$ cat src/rtl/alu_seq_pkg.sv
// alu_seq_pkg
// Shared definitions for the nibble-serial ALU controller and its 4-bit slice.
//   state_e   : controller state encoding (IDLE / RUN / DONE)
//   OP_*      : 2-bit Op field of the ALU control word
//   CTRL_*    : complete 4-bit control words {Ainvert, Binvert, Op[1:0]}
//               for the common operations, including SUB and NOR
package alu_seq_pkg;

  typedef enum logic [1:0] {
    ST_IDLE = 2'd0,
    ST_RUN  = 2'd1,
    ST_DONE = 2'd2
  } state_e;

  localparam logic [1:0] OP_AND = 2'b00;
  localparam logic [1:0] OP_OR  = 2'b01;
  localparam logic [1:0] OP_ADD = 2'b10;
  localparam logic [1:0] OP_SLT = 2'b11;

  localparam logic [3:0] CTRL_AND = 4'b0000;
  localparam logic [3:0] CTRL_OR  = 4'b0001;
  localparam logic [3:0] CTRL_ADD = 4'b0010;
  localparam logic [3:0] CTRL_SUB = 4'b0110;
  localparam logic [3:0] CTRL_SLT = 4'b0111;
  localparam logic [3:0] CTRL_NOR = 4'b1100;

endpackage

$ cat src/rtl/alu_nibble_seq_alu_4b.sv
// alu_nibble_seq_alu_4b
// Purely combinational 4-bit ALU slice built from four 1-bit cells with a
// ripple carry chain.
// Ports:
//   a_i, b_i     [3:0] operand nibbles
//   ainvert_i          invert A before the operation
//   binvert_i          invert B before the operation
//   carry_i            carry into bit 0
//   less_i             value placed on bit 0 for Op=11 (set-less-than cell)
//   op_i         [1:0] 00 AND, 01 OR, 10 ADD, 11 LESS
//   y_o          [3:0] slice result
//   carry_o            carry out of bit 3
module alu_nibble_seq_alu_4b
  import alu_seq_pkg::*;
(
  input  logic [3:0] a_i,
  input  logic [3:0] b_i,
  input  logic       ainvert_i,
  input  logic       binvert_i,
  input  logic       carry_i,
  input  logic       less_i,
  input  logic [1:0] op_i,
  output logic [3:0] y_o,
  output logic       carry_o
);

  logic [3:0] a_eff;
  logic [3:0] b_eff;
  logic [3:0] sum;
  logic [4:0] c;

  assign a_eff = ainvert_i ? ~a_i : a_i;
  assign b_eff = binvert_i ? ~b_i : b_i;
  assign c[0]  = carry_i;

  genvar gi;
  generate
    for (gi = 0; gi < 4; gi++) begin : g_bit
      assign sum[gi]  = a_eff[gi] ^ b_eff[gi] ^ c[gi];
      assign c[gi+1]  = (a_eff[gi] & b_eff[gi]) | (c[gi] & (a_eff[gi] ^ b_eff[gi]));
    end
  endgenerate

  always_comb begin
    y_o = 4'b0000;
    case (op_i)
      OP_AND:  y_o = a_eff & b_eff;
      OP_OR:   y_o = a_eff | b_eff;
      OP_ADD:  y_o = sum;
      default: y_o = {3'b000, less_i};
    endcase
  end

  assign carry_o = c[4];

endmodule

$ cat src/rtl/alu_nibble_seq.sv
// alu_nibble_seq
// Runs an XLEN-bit ALU operation through a single 4-bit slice, one nibble per
// clock, least significant nibble first. Latency is XLEN/4 + 1 cycles for
// every operation; done pulses for one cycle when result and flags update.
// Configuration macro: ALU_NIBBLE_SEQ_SLT_EN
//   defined   : Op=11 is signed set-less-than
//   undefined : Op=11 runs the same sequence but reports result 0, zero 1,
//               carry_out 0, overflow 0
// Ports:
//   clk, rst_n      clock, asynchronous active-low reset
//   start           operation request, sampled only while idle
//   a, b            XLEN-bit operands
//   alu_ctrl        {Ainvert, Binvert, Op[1:0]}
//   busy            high while nibbles are being processed
//   done            one-cycle completion pulse
//   result          XLEN-bit result, held until the next completion
//   zero, carry_out, overflow  flags belonging to result
// XLEN must be a multiple of 4 and at least 8.
module alu_nibble_seq
  import alu_seq_pkg::*;
#(
  parameter int XLEN = 32
) (
  input  logic            clk,
  input  logic            rst_n,
  input  logic            start,
  input  logic [XLEN-1:0] a,
  input  logic [XLEN-1:0] b,
  input  logic [3:0]      alu_ctrl,
  output logic            busy,
  output logic            done,
  output logic [XLEN-1:0] result,
  output logic            zero,
  output logic            carry_out,
  output logic            overflow
);

  localparam int NIB   = XLEN / 4;
  localparam int IDX_W = $clog2(NIB);
  localparam logic [IDX_W-1:0] LAST_IDX = IDX_W'(NIB - 1);

  state_e            state_q, state_d;
  logic [XLEN-1:0]   a_sh_q, a_sh_d;
  logic [XLEN-1:0]   b_sh_q, b_sh_d;
  // Upper result nibbles collected so far; the slice output completes it.
  logic [XLEN-5:0]   res_sh_q, res_sh_d;
  logic [3:0]        ctrl_q, ctrl_d;
  logic [IDX_W-1:0]  idx_q, idx_d;
  logic              carry_q, carry_d;
  logic [XLEN-1:0]   result_q, result_d;
  logic              zero_q, zero_d;
  logic              carry_out_q, carry_out_d;
  logic              overflow_q, overflow_d;

  logic              ainv;
  logic              binv;
  logic [1:0]        op;
  logic [1:0]        slice_op;
  logic              slice_cin;
  logic [3:0]        slice_y;
  logic              slice_co;
  logic [XLEN-1:0]   res_full;
  logic              sum_msb;
  logic              a_msb;
  logic              b_eff_msb;
  logic              ovf_raw;
  logic [XLEN-1:0]   res_final;
  logic              fin_carry;
  logic              fin_ovf;

  assign ainv = ctrl_q[3];
  assign binv = ctrl_q[2];
  assign op   = ctrl_q[1:0];

  // SLT is computed as a subtraction; the less bit is formed here, not in
  // the slice, so the slice never sees Op=11.
  assign slice_op  = (op == OP_SLT) ? OP_ADD : op;
  // The +1 of a two's complement subtract enters as the first carry-in.
  assign slice_cin = (idx_q == '0) ? binv : carry_q;

  alu_nibble_seq_alu_4b u_slice (
    .a_i       (a_sh_q[3:0]),
    .b_i       (b_sh_q[3:0]),
    .ainvert_i (ainv),
    .binvert_i (binv),
    .carry_i   (slice_cin),
    .less_i    (1'b0),
    .op_i      (slice_op),
    .y_o       (slice_y),
    .carry_o   (slice_co)
  );

  assign res_full = {slice_y, res_sh_q};

  // Only meaningful on the last nibble, where the shift registers hold the
  // operand MSBs and the slice produces the sum MSB.
  assign sum_msb   = slice_y[3];
  assign a_msb     = a_sh_q[3];
  assign b_eff_msb = b_sh_q[3] ^ binv;
  assign ovf_raw   = (a_msb == b_eff_msb) && (sum_msb != a_msb);

  always_comb begin
    res_final = res_full;
    fin_carry = 1'b0;
    fin_ovf   = 1'b0;
    case (op)
      OP_ADD: begin
        fin_carry = slice_co;
        fin_ovf   = ovf_raw;
      end
      OP_SLT: begin
`ifdef ALU_NIBBLE_SEQ_SLT_EN
        res_final = {{(XLEN-1){1'b0}}, sum_msb ^ ovf_raw};
        fin_carry = slice_co;
        fin_ovf   = ovf_raw;
`else
        res_final = '0;
`endif
      end
      default: ;
    endcase
  end

  always_comb begin
    state_d     = state_q;
    a_sh_d      = a_sh_q;
    b_sh_d      = b_sh_q;
    res_sh_d    = res_sh_q;
    ctrl_d      = ctrl_q;
    idx_d       = idx_q;
    carry_d     = carry_q;
    result_d    = result_q;
    zero_d      = zero_q;
    carry_out_d = carry_out_q;
    overflow_d  = overflow_q;
    case (state_q)
      ST_IDLE: begin
        if (start) begin
          a_sh_d  = a;
          b_sh_d  = b;
          ctrl_d  = alu_ctrl;
          idx_d   = '0;
          state_d = ST_RUN;
        end
      end
      ST_RUN: begin
        a_sh_d   = {4'b0000, a_sh_q[XLEN-1:4]};
        b_sh_d   = {4'b0000, b_sh_q[XLEN-1:4]};
        res_sh_d = res_full[XLEN-1:4];
        carry_d  = slice_co;
        idx_d    = idx_q + IDX_W'(1);
        if (idx_q == LAST_IDX) begin
          // Visible outputs update only here, so partial results never leak.
          result_d    = res_final;
          zero_d      = (res_final == '0);
          carry_out_d = fin_carry;
          overflow_d  = fin_ovf;
          state_d     = ST_DONE;
        end
      end
      ST_DONE: state_d = ST_IDLE;
      default: state_d = ST_IDLE;
    endcase
  end

  always_ff @(posedge clk or negedge rst_n) begin
    if (!rst_n) begin
      state_q     <= ST_IDLE;
      a_sh_q      <= '0;
      b_sh_q      <= '0;
      res_sh_q    <= '0;
      ctrl_q      <= '0;
      idx_q       <= '0;
      carry_q     <= 1'b0;
      result_q    <= '0;
      zero_q      <= 1'b0;
      carry_out_q <= 1'b0;
      overflow_q  <= 1'b0;
    end else begin
      state_q     <= state_d;
      a_sh_q      <= a_sh_d;
      b_sh_q      <= b_sh_d;
      res_sh_q    <= res_sh_d;
      ctrl_q      <= ctrl_d;
      idx_q       <= idx_d;
      carry_q     <= carry_d;
      result_q    <= result_d;
      zero_q      <= zero_d;
      carry_out_q <= carry_out_d;
      overflow_q  <= overflow_d;
    end
  end

  assign busy      = (state_q == ST_RUN);
  assign done      = (state_q == ST_DONE);
  assign result    = result_q;
  assign zero      = zero_q;
  assign carry_out = carry_out_q;
  assign overflow  = overflow_q;

endmodule
$ cat config.mk
export PLATFORM = sky130hd
export DESIGN_NAME = alu_nibble_seq
export DESIGN_NICKNAME = d
export VERILOG_FILES = /design/src/rtl/alu_seq_pkg.sv /design/src/rtl/alu_nibble_seq_alu_4b.sv /design/src/rtl/alu_nibble_seq.sv
export SDC_FILE = /design/constraint.sdc
export NUM_CORES = 1
export LEC_CHECK = 0
export ABC_AREA = 1
export CORE_AREA = 2 2 126 128
export CTS_CLUSTER_SIZE = 20
export DETAILED_ROUTE_END_ITERATION = 10
export DIE_AREA = 0 0 128 130
export GPL_ROUTABILITY_DRIVEN = 1
export GPL_TIMING_DRIVEN = 0
export PLACE_DENSITY = 0.65
export SLEW_MARGIN = 20
export SYNTH_ARGS = -nofsm -noshare
export SYNTH_HDL_FRONTEND = slang
export SYNTH_SLANG_ARGS = --single-unit
export TNS_END_PERCENT = 20
$ cat constraint.sdc
create_clock -name clk -period 4.1 [get_ports clk]
set_clock_uncertainty 0.2 [all_clocks]
set_input_delay 0.41 -clock clk [delete_from_list [all_inputs] [get_ports clk]]
set_output_delay 0.41 -clock clk [all_outputs]
set_load 0.005 [all_outputs]
Fig. 1: gate-type map
The bar under the picture is 50 um long.
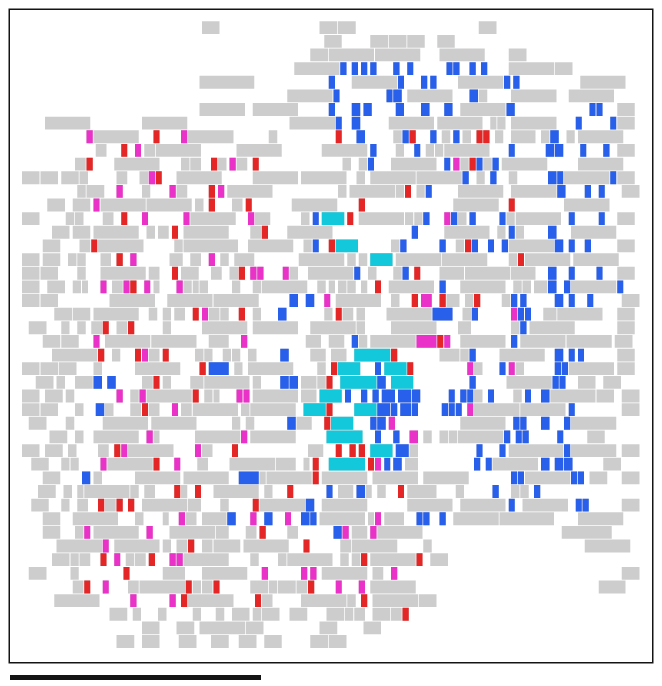
- red: inverters (cells 86; most used inv_1)
- blue: NAND gates (cells 186; most used nand2_1)
- magenta: NOR gates (cells 70; most used nor2_1)
- cyan: adder and majority cells (cells 15; most used ha_1; where center)

==> flow_metrics.env <==
# yosys + openroad results
export IMPL_critPathMostFrequentCell="sky130_fd_sc_hd__nand2_1"
export IMPL_cts_made_buffers=17
export IMPL_cell_type_group_with_the_largest_total_delay_on_the_critical_path="adder cells"
export IMPL_wire_length_of_the_first_global_routing_pass_um=25600
export IMPL_dp_final_hpwl_um=11100
export IMPL_cp_data_arrival_time_ps=3520
export IMPL_r2r_worst_path_cells=16
export IMPL_holdPathEnd="a_sh_q[31]"
export IMPL_dpl_instance_area_um2=7680
export IMPL_cts_tree="done"
export IMPL_cts_path_max_buffers=2
export IMPL_path_clk_slew_ps=60
export IMPL_average_vias_per_placed_instance=4.92
export IMPL_power_density_nw_per_um2=887
export IMPL_top_library_cells_by_usage_in_the_layout_fill_and_taps_aside="137 x sky130_fd_sc_hd__dfrtp_1, 131 x sky130_fd_sc_hd__nand2_1, 105 x sky130_fd_sc_hd__clkdlybuf4s50_1"
export IMPL_antenna_cells_inserted=0
export IMPL_clkLatencyLatePin_ps=430
export IMPL_critical_path_slowest_cell="sky130_fd_sc_hd__fa_1"
export IMPL_grt_pass1_vias=5202
export IMPL_holdCritPathClass="input pin to flip-flop"
export IMPL_crit_buf_inv=4
export IMPL_p_leak_nw=3.95
export IMPL_avg_wl_per_cell_um=14.6
export IMPL_postSynthAreaPerCell_um2=8.77
export IMPL_detail_route_antenna_nets=0
export IMPL_outcome="finished, final reports clean"
export IMPL_setup_ws_ps=697
export IMPL_ys_cells=724
export IMPL_postSynth_asyncResetShare_pct=100
export IMPL_htree_num_levels=4
export IMPL_synth_net_count=810
export IMPL_r2r_setup_slack_ps=700
export IMPL_final_hold_violation_count=0
export IMPL_synth_cells=724
export IMPL_cells_traversed_along_the_worst_timing_path="buf_2, xnor2_1, inv_1, fa_1, fa_1, fa_1, inv_1, fa_1, inv_1, nand2_1, nand3_1, nand2_1, nand2_1, nor2_1, nand2_1, nand2_1"
export IMPL_cp_slowest_stage_delay_ps=420
export IMPL_synthDominantAreaCellType="sky130_fd_sc_hd__dfrtp_1"
export IMPL_worst_setup_path_end_kind="flip-flop"
export IMPL_setup_tns_ps=0
export IMPL_floorplan_io_pins=108
export IMPL_cts_resized_gates=0
export IMPL_proportion_of_layout_cells_with_a_drive_suffix_above_1_pct=8.91
export IMPL_synth_flop_count=137
export IMPL_fmaxAchievable_ghz=0.294
export IMPL_fin_max_slew_vios=0
export IMPL_irDropWorstVdd_mv=0.464
export IMPL_mappedNetlistArea_um2=6350
export IMPL_tritoncts_num_sinks=137
export IMPL_die_width_um=128
export IMPL_synth_area_yosys_um2=6350
export IMPL_ys_seq_share_pct=54.0
export IMPL_r2r_start="ctrl_q[2]"
export IMPL_cts_hold_fix_buffers=1
export IMPL_initial_utilization_pct=41.1
export IMPL_routed_via_count=5197
export IMPL_warning_count=35
Fig. 2: met1 routing
The bar under the picture is 50 um long. Supply wires on this layer in gray.
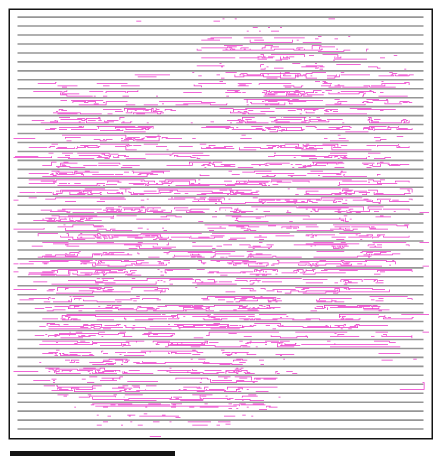
- wire length on this layer: 7,190 um
- share of all routed wire: 47%
- main direction: horizontal
- longest straight run: 42.8 um

routing by layer:
metal | GRT usage (%) | vias up | share of wire, %
met5 | 0 | - | 0
met4 | 6.59 | 0 | 1.3
met2 | 32.1 | 130 | 47
li1 | - | 2611 | -
met3 | 5.08 | 21 | 5.2
met1 | 26.0 | 2435 | 47
area by class of cell:
| class | count | area, um2 | share of cell area (%) |
|---|---|---|---|
| clock buffers | 21 | 480 | 5.76 |
| plain buffers | 47 | 263 | 3.15 |
| repair buffers | 108 | 1100 | 13.2 |
| multi-input cells | 454 | 2330 | 28.0 |
| flip-flops and latches | 137 | 3430 | 41.1 |
| well taps | 192 | 240 | 2.88 |
| inverters | 86 | 323 | 3.87 |
| clock inverters | 11 | 166 | 2.00 |
logic make-up after synthesis:
group	count (synthesis)	synth area share, %
simple gates	256	16.9
compound gates	173	15.0
flops	137	54.0
buf+inv	133	9.23
fa+ha+maj	15	3.43
xor+xnor	8	1.10
mux	2	0.355
per-stage QoR:
stage          utilization, %  power, mW
6_report                 54.0       7.40
3_3_place_gp             49.6       5.69
3_5_place_dp             49.8       5.78
2_1_floorplan               -       4.60
4_1_cts                  54.0       7.46
5_1_grt                  54.0       8.04
synth_stat cells (2+ instances only):
| master | number |
|---|---|
| sky130_fd_sc_hd__a21oi_1 | 3 |
| sky130_fd_sc_hd__buf_2 | 21 |
| sky130_fd_sc_hd__buf_4 | 7 |
| sky130_fd_sc_hd__buf_6 | 3 |
| sky130_fd_sc_hd__clkbuf_1 | 15 |
| sky130_fd_sc_hd__dfrtp_1 | 137 |
| sky130_fd_sc_hd__fa_1 | 4 |
| sky130_fd_sc_hd__ha_1 | 11 |
| sky130_fd_sc_hd__inv_1 | 85 |
| sky130_fd_sc_hd__mux2_2 | 2 |
| sky130_fd_sc_hd__nand2_1 | 131 |
| sky130_fd_sc_hd__nand2_4 | 3 |
| sky130_fd_sc_hd__nand3_1 | 47 |
| sky130_fd_sc_hd__nand3b_1 | 4 |
| sky130_fd_sc_hd__nor2_1 | 67 |
| sky130_fd_sc_hd__o21ai_0 | 103 |
| sky130_fd_sc_hd__o21ai_1 | 14 |
| sky130_fd_sc_hd__o22ai_1 | 48 |
| sky130_fd_sc_hd__xnor2_1 | 6 |
| sky130_fd_sc_hd__xor2_1 | 2 |
tightest hold or removal path: stages:
cell	delay (ps)
sky130_fd_sc_hd__buf_2	180
sky130_fd_sc_hd__nand3_1	100
sky130_fd_sc_hd__nand2_1	50
worst max path at each step:
stage	start	to	slack, ps
floorplan	ctrl_q[2]	zero	970
global placement	rst_n	b_sh_q[18]	-3140
detailed placement	ctrl_q[2]	zero	700
CTS	ctrl_q[2]	zero	680
global route	ctrl_q[2]	zero	460
finish	ctrl_q[2]	zero	700
power breakdown:
part	switching (mW)	internal [mW]	total, mW
clock network	0.578	1.08	1.66
logic	1.96	1.39	3.35
registers	0.397	1.99	2.39
total	2.93	4.46	7.40
registers in the layout, summed over array words and instances (netlist names):
register   count
carry_out      1
ctrl_q         4
b_sh_q        32
result        32
overflow       1
idx_q          3
state_q        2
zero           1
carry_q        1
a_sh_q        32
res_sh_q      28
Power figures rest on the tool's default switching activity, not on a simulated workload.
